===== src/rtl/mem_arb_if.sv =====
// mem_arb_if: bundles the fetch, load/store and bus-side signals of mem_arb.
// Signal suffixes are from the arbiter's point of view. The arbiter uses the
// slave modport; requesters and the bus slave together use the master modport.
interface mem_arb_if #(
  parameter int AW = 32,
  parameter int DW = 32
);
  // fetch side
  logic            if_req_i;
  logic [AW-1:0]   if_addr_i;
  logic            if_ack_o;
  logic [DW-1:0]   if_rdata_o;
  logic            if_stallreq_o;
  // load/store side
  logic            ls_req_i;
  logic            ls_we_i;
  logic [AW-1:0]   ls_addr_i;
  logic [DW-1:0]   ls_wdata_i;
  logic [DW/8-1:0] ls_wstrb_i;
  logic            ls_ack_o;
  logic [DW-1:0]   ls_rdata_o;
  logic            ls_stallreq_o;
  // shared bus port
  logic            bus_req_o;
  logic            bus_we_o;
  logic [AW-1:0]   bus_addr_o;
  logic [DW-1:0]   bus_wdata_o;
  logic [DW/8-1:0] bus_wstrb_o;
  logic            bus_ack_i;
  logic [DW-1:0]   bus_rdata_i;
  logic            err_o;

  modport slave (
    input  if_req_i, if_addr_i, ls_req_i, ls_we_i, ls_addr_i, ls_wdata_i,
           ls_wstrb_i, bus_ack_i, bus_rdata_i,
    output if_ack_o, if_rdata_o, if_stallreq_o, ls_ack_o, ls_rdata_o,
           ls_stallreq_o, bus_req_o, bus_we_o, bus_addr_o, bus_wdata_o,
           bus_wstrb_o, err_o
  );

  modport master (
    output if_req_i, if_addr_i, ls_req_i, ls_we_i, ls_addr_i, ls_wdata_i,
           ls_wstrb_i, bus_ack_i, bus_rdata_i,
    input  if_ack_o, if_rdata_o, if_stallreq_o, ls_ack_o, ls_rdata_o,
           ls_stallreq_o, bus_req_o, bus_we_o, bus_addr_o, bus_wdata_o,
           bus_wstrb_o, err_o
  );
endinterface


===== src/rtl/mem_arb.sv =====
// mem_arb: shares one bus port between instruction fetch (if) and load/store
// (ls). ls has fixed priority; after LS_BURST_MAX back-to-back ls grants with
// a fetch waiting, the fetch is forced through. Every transaction is
// grant -> hold until bus ack -> one idle bubble.
// Optional: define ARB_TIMEOUT_EN to abort a transaction that waits
// TIMEOUT_CYCLES without a bus ack (owner acked with zero data, err_o pulse).
module mem_arb #(
  parameter int AW             = 32,
  parameter int DW             = 32,
  parameter int LS_BURST_MAX   = 4,
  parameter int TIMEOUT_CYCLES = 255
) (
  input logic      clk,
  input logic      rst_n,
  mem_arb_if.slave arb
);
  localparam int SW  = DW / 8;
  localparam int BCW = $clog2(LS_BURST_MAX + 1);

  localparam logic [1:0] IDLE    = 2'd0;
  localparam logic [1:0] IF_BUSY = 2'd1;
  localparam logic [1:0] LS_BUSY = 2'd2;

  logic [1:0]    state_q, state_d;
  logic [BCW-1:0] burst_q, burst_d;
  logic          req_q, req_d;
  logic          we_q, we_d;
  logic [AW-1:0] addr_q, addr_d;
  logic [DW-1:0] wdata_q, wdata_d;
  logic [SW-1:0] wstrb_q, wstrb_d;

  logic tmo;       // wait limit reached in a busy state
  logic done;      // current transaction ends this cycle
  logic ls_grant;  // ls wins IDLE arbitration this cycle

`ifdef ARB_TIMEOUT_EN
  localparam int WCW = $clog2(TIMEOUT_CYCLES + 1);
  logic [WCW-1:0] wait_q, wait_d;

  assign tmo = (state_q != IDLE) && (wait_q == WCW'(TIMEOUT_CYCLES));

  // wait counter: held at zero in IDLE so every transaction starts from 0
  always_comb begin
    wait_d = '0;
    if (state_q != IDLE) wait_d = wait_q + 1'b1;
  end

  // wait counter register
  always_ff @(posedge clk or negedge rst_n) begin
    if (!rst_n) wait_q <= '0;
    else        wait_q <= wait_d;
  end
`else
  // without the counter the limit has no effect; a busy state waits forever
  logic unused_tmo_cfg;
  assign unused_tmo_cfg = |TIMEOUT_CYCLES;
  assign tmo = 1'b0;
`endif

  assign done     = arb.bus_ack_i | tmo;
  assign ls_grant = arb.ls_req_i &
                    ~(arb.if_req_i & (burst_q == BCW'(LS_BURST_MAX)));

  // owner ack/data are combinational in the ack cycle; a real bus ack beats a
  // same-cycle timeout, so data only comes through on a genuine ack
  assign arb.if_ack_o   = (state_q == IF_BUSY) & done;
  assign arb.ls_ack_o   = (state_q == LS_BUSY) & done;
  assign arb.if_rdata_o = ((state_q == IF_BUSY) & arb.bus_ack_i) ? arb.bus_rdata_i : '0;
  assign arb.ls_rdata_o = ((state_q == LS_BUSY) & arb.bus_ack_i) ? arb.bus_rdata_i : '0;
  assign arb.err_o      = tmo & ~arb.bus_ack_i;

  assign arb.if_stallreq_o = arb.if_req_i & ~arb.if_ack_o;
  assign arb.ls_stallreq_o = arb.ls_req_i & ~arb.ls_ack_o;

  assign arb.bus_req_o   = req_q;
  assign arb.bus_we_o    = we_q;
  assign arb.bus_addr_o  = addr_q;
  assign arb.bus_wdata_o = wdata_q;
  assign arb.bus_wstrb_o = wstrb_q;

  // arbitration in IDLE, hold-until-ack in the busy states
  always_comb begin
    state_d = state_q;
    burst_d = burst_q;
    req_d   = req_q;
    we_d    = we_q;
    addr_d  = addr_q;
    wdata_d = wdata_q;
    wstrb_d = wstrb_q;
    case (state_q)
      IDLE: begin
        if (ls_grant) begin
          req_d   = 1'b1;
          we_d    = arb.ls_we_i;
          addr_d  = arb.ls_addr_i;
          wdata_d = arb.ls_wdata_i;
          wstrb_d = arb.ls_wstrb_i;
          state_d = LS_BUSY;
          // only grants that made a fetch wait count toward the burst limit
          burst_d = arb.if_req_i ? burst_q + 1'b1 : '0;
        end else if (arb.if_req_i) begin
          req_d   = 1'b1;
          we_d    = 1'b0;
          addr_d  = arb.if_addr_i;
          wstrb_d = '0;
          state_d = IF_BUSY;
          burst_d = '0;
        end else begin
          req_d   = 1'b0;
          burst_d = '0;
        end
      end
      IF_BUSY, LS_BUSY: begin
        if (done) begin
          req_d   = 1'b0;
          state_d = IDLE;
        end
      end
      default: begin
        req_d   = 1'b0;
        state_d = IDLE;
      end
    endcase
  end

  // state and registered bus outputs; reset drops bus_req_o immediately
  always_ff @(posedge clk or negedge rst_n) begin
    if (!rst_n) begin
      state_q <= IDLE;
      burst_q <= '0;
      req_q   <= 1'b0;
      we_q    <= 1'b0;
      addr_q  <= '0;
      wdata_q <= '0;
      wstrb_q <= '0;
    end else begin
      state_q <= state_d;
      burst_q <= burst_d;
      req_q   <= req_d;
      we_q    <= we_d;
      addr_q  <= addr_d;
      wdata_q <= wdata_d;
      wstrb_q <= wstrb_d;
    end
  end
endmodule

===== src/flat_wrapper.sv =====
// flat-port wrapper written by rule: the top's interface ports become plain ports
module mem_arb_flat 
#(
  parameter int AW             = 32,
  parameter int DW             = 32,
  parameter int LS_BURST_MAX   = 4,
  parameter int TIMEOUT_CYCLES = 255
)
  (clk, rst_n, arb_if_req_i, arb_if_addr_i, arb_ls_req_i, arb_ls_we_i, arb_ls_addr_i, arb_ls_wdata_i, arb_ls_wstrb_i, arb_bus_ack_i, arb_bus_rdata_i, arb_if_ack_o, arb_if_rdata_o, arb_if_stallreq_o, arb_ls_ack_o, arb_ls_rdata_o, arb_ls_stallreq_o, arb_bus_req_o, arb_bus_we_o, arb_bus_addr_o, arb_bus_wdata_o, arb_bus_wstrb_o, arb_err_o);
  mem_arb_if #(.AW(AW), .DW(DW)) arb_i ();
  input logic clk;
  input logic rst_n;
  input wire logic [$bits(arb_i.if_req_i)-1:0] arb_if_req_i;
  input wire logic [$bits(arb_i.if_addr_i)-1:0] arb_if_addr_i;
  input wire logic [$bits(arb_i.ls_req_i)-1:0] arb_ls_req_i;
  input wire logic [$bits(arb_i.ls_we_i)-1:0] arb_ls_we_i;
  input wire logic [$bits(arb_i.ls_addr_i)-1:0] arb_ls_addr_i;
  input wire logic [$bits(arb_i.ls_wdata_i)-1:0] arb_ls_wdata_i;
  input wire logic [$bits(arb_i.ls_wstrb_i)-1:0] arb_ls_wstrb_i;
  input wire logic [$bits(arb_i.bus_ack_i)-1:0] arb_bus_ack_i;
  input wire logic [$bits(arb_i.bus_rdata_i)-1:0] arb_bus_rdata_i;
  output wire logic [$bits(arb_i.if_ack_o)-1:0] arb_if_ack_o;
  output wire logic [$bits(arb_i.if_rdata_o)-1:0] arb_if_rdata_o;
  output wire logic [$bits(arb_i.if_stallreq_o)-1:0] arb_if_stallreq_o;
  output wire logic [$bits(arb_i.ls_ack_o)-1:0] arb_ls_ack_o;
  output wire logic [$bits(arb_i.ls_rdata_o)-1:0] arb_ls_rdata_o;
  output wire logic [$bits(arb_i.ls_stallreq_o)-1:0] arb_ls_stallreq_o;
  output wire logic [$bits(arb_i.bus_req_o)-1:0] arb_bus_req_o;
  output wire logic [$bits(arb_i.bus_we_o)-1:0] arb_bus_we_o;
  output wire logic [$bits(arb_i.bus_addr_o)-1:0] arb_bus_addr_o;
  output wire logic [$bits(arb_i.bus_wdata_o)-1:0] arb_bus_wdata_o;
  output wire logic [$bits(arb_i.bus_wstrb_o)-1:0] arb_bus_wstrb_o;
  output wire logic [$bits(arb_i.err_o)-1:0] arb_err_o;
  assign arb_i.if_req_i = arb_if_req_i;
  assign arb_i.if_addr_i = arb_if_addr_i;
  assign arb_i.ls_req_i = arb_ls_req_i;
  assign arb_i.ls_we_i = arb_ls_we_i;
  assign arb_i.ls_addr_i = arb_ls_addr_i;
  assign arb_i.ls_wdata_i = arb_ls_wdata_i;
  assign arb_i.ls_wstrb_i = arb_ls_wstrb_i;
  assign arb_i.bus_ack_i = arb_bus_ack_i;
  assign arb_i.bus_rdata_i = arb_bus_rdata_i;
  assign arb_if_ack_o = arb_i.if_ack_o;
  assign arb_if_rdata_o = arb_i.if_rdata_o;
  assign arb_if_stallreq_o = arb_i.if_stallreq_o;
  assign arb_ls_ack_o = arb_i.ls_ack_o;
  assign arb_ls_rdata_o = arb_i.ls_rdata_o;
  assign arb_ls_stallreq_o = arb_i.ls_stallreq_o;
  assign arb_bus_req_o = arb_i.bus_req_o;
  assign arb_bus_we_o = arb_i.bus_we_o;
  assign arb_bus_addr_o = arb_i.bus_addr_o;
  assign arb_bus_wdata_o = arb_i.bus_wdata_o;
  assign arb_bus_wstrb_o = arb_i.bus_wstrb_o;
  assign arb_err_o = arb_i.err_o;
  mem_arb #(.AW(AW), .DW(DW), .LS_BURST_MAX(LS_BURST_MAX), .TIMEOUT_CYCLES(TIMEOUT_CYCLES)) u_core (.clk(clk), .rst_n(rst_n), .arb(arb_i));
endmodule

===== config.mk =====
export PLATFORM = sky130hd
export DESIGN_NAME = mem_arb_flat
export DESIGN_NICKNAME = d
export VERILOG_FILES = /design/src/rtl/mem_arb_if.sv /design/src/rtl/mem_arb.sv /design/src/flat_wrapper.sv
export SDC_FILE = /design/constraint.sdc
export NUM_CORES = 1
export LEC_CHECK = 0
export ABC_AREA = 0
export CORE_MARGIN = 5
export CORE_UTILIZATION = 32
export DETAILED_ROUTE_END_ITERATION = 10
export PLACE_DENSITY = 0.75
export SKIP_LAST_GASP = 1
export SYNTH_ARGS = -nofsm -noshare
export SYNTH_HDL_FRONTEND = slang
export SYNTH_SLANG_ARGS = --single-unit

===== constraint.sdc =====
create_clock -name clk -period 2 [get_ports clk]
set_clock_uncertainty 0.15 [all_clocks]
set_input_delay 0.4 -clock clk [delete_from_list [all_inputs] [get_ports clk]]
set_output_delay 0.4 -clock clk [all_outputs]
set_load 0.02 [all_outputs]

**Run 1: clock wires, drivers and flops**

Scale: 3 px per um.
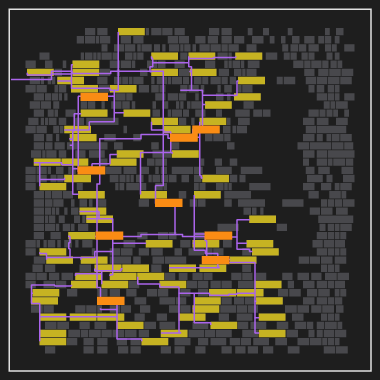
yellow -> flip-flops  # count 75
orange -> clock-net drivers  # count 9
purple -> clock wires  # length 1040 um
routed clock nets = 10
clock power share: 16.7%
Clock Latency Late Sink: 0.33 ns
Clk power: 1730 uW

**Run 1: the metal 3 layer**

Scale: 4 px per um.
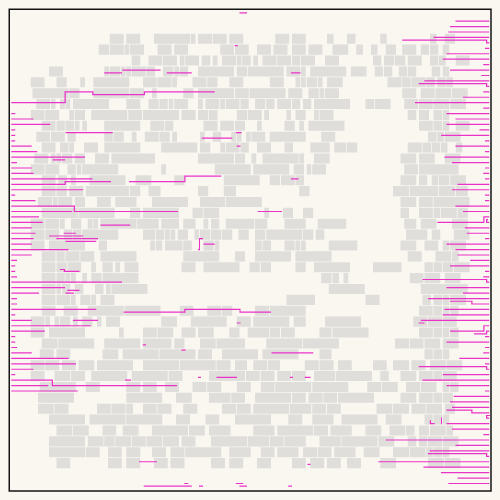
longest straight run = 31.1 um
share of all routed wire = 9.3%
main direction = horizontal
nets with wire on the layer = 167

==> changes_impl.md, run 1 <==
### Metrics

* Run status: finished with violations
* Die ar. at 0.01442 sq mm
* Yosys xor share at 0%
* Pwr top: combinational cells
* Post-route setup slack at -0.06581 ns
* Log Warnings at 31
* # Taps at 147
* Seq_cells at approximately 75
* Drt total wl at 15.64 mm
* Final std cells w/o fill at slightly above 800
* Logic share of the area at around a quarter
* Tmin final at 2.066 ns
* Most common cell on crit path: buf_12
* CP max stage delay at 0.41 ns
* Clk sinks at 75
* Register area at roughly 0.0019 sq mm
* IO Count at 277
* WP depth at 5
* Syn. warnings at 0
* Post-synth regs at 75
* Final Setup Violations at 60
* M3 GR Usage at 7.493%
* Worst path top cell family by delay: flip-flops
* Internal power at 6449 uW
* Maxcap violations at 0
* Crit path from: u_core.state_q[1]$_DFFE_PN0P_
* Largest net degree at the start of global routing at 40
* Buffers, non-clock at ~320
* Post-synth EDFFs at 0
* Dominant comb cell: simple AND/OR/NAND/NOR gates
* Pwr/cell area at about 1400 mW/mm^2
* DRC viols at 0
* Clk buf depth at 2
* FP Core Util at between 30 and 40%
* CTS Root Cell: clkbuf_16
* Hold WS at 0.3256 ns
* Final hold violation count at 0
* Top Layout Cells: clkdlybuf4s50_1, dfrtp_1, nand2_1
* Met2 GRT Util at 36.14%
* Clock buffers at 10
* Startpoint types: register
* Synth top area share at 48.40%
* Worst Hold Class: reg2reg
* Inst Count DP at between 700 and 800
* Buffering overhead at 41.85%
* Failing checks: setup timing
**Run 1: cell area per tile**

Scale: 3 px per um. The die is cut into 12 by 12 equal tiles; white is low, dark blue is high, 0 to 100% covered.
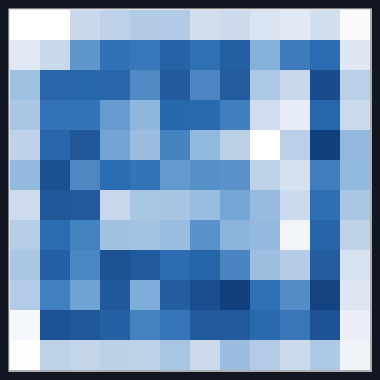
fullest tile = 94%
emptiest ninth of the die = top right
mean over tiles = 51%
tiles over 75% full = 27%

==> run 1 -> run 2 <==
Settings changed: PLACE_DENSITY 0.75 to 0.8.
**Run 2: the metal 3 layer**

Scale: 4 px per um.
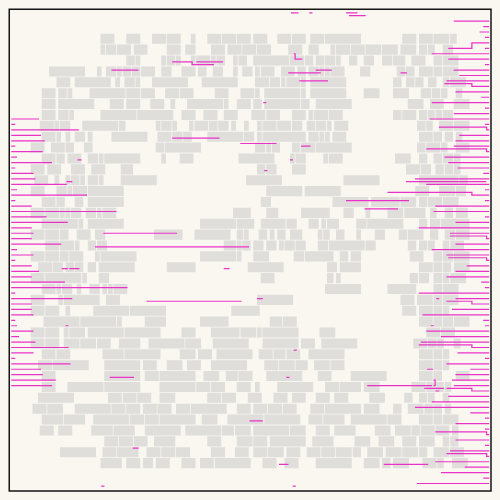
M3 GR Usage: 6.456%
Vias: 4160
drt total wl: 15.02 mm

**Run 2: the clock network**

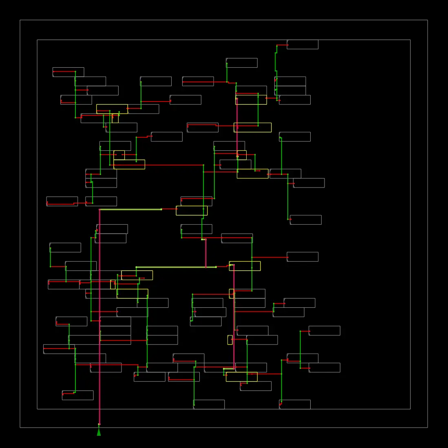
CTS Buf Count: 9
Clock Latency Late Sink: 0.32 ns
clk sinks: 75
Clk power: 1570 uW

==> changes_impl.md, run 2 <==
### Metrics

* Run status: finished with violations
* Failing checks: setup timing
* # Taps at 147
* WP depth at 6
* Log Warnings at 31
* Yosys xor share at 0%
* Internal power at slightly above 6000 uW
* Seq_cells at around 75
* Final Setup Violations at 51
* IO Count at 277
* Maxcap violations at 0
* Met2 GRT Util at 37.13%
* Buffering overhead at 41.56%
* Logic share of the area at 25.87%
* Tmin final at 2.076 ns
* Clk buf depth at 2
* Worst Hold Class: reg2reg
* Register area at roughly 0.0019 sq mm
* Pwr/cell area at 1382 mW/mm^2
* Worst path top cell family by delay: buffers and inverters
* Startpoint types: register
* Crit path from: u_core.state_q[0]$_DFFE_PN0P_
* Final std cells w/o fill at 812
* Hold WS at between 0.3 and 0.4 ns
* DRC viols at 0
* Synth top area share at 48.40%
* Post-route setup slack at -0.07574 ns
* Inst Count DP at 791
* Post-synth regs at roughly 75
* Most common cell on crit path: buf_12
* Post-synth EDFFs at 0
* Final hold violation count at 0
* Clock buffers at 12
* CP max stage delay at 0.38 ns
Power figures rest on the tool's default switching activity, not on a simulated workload.
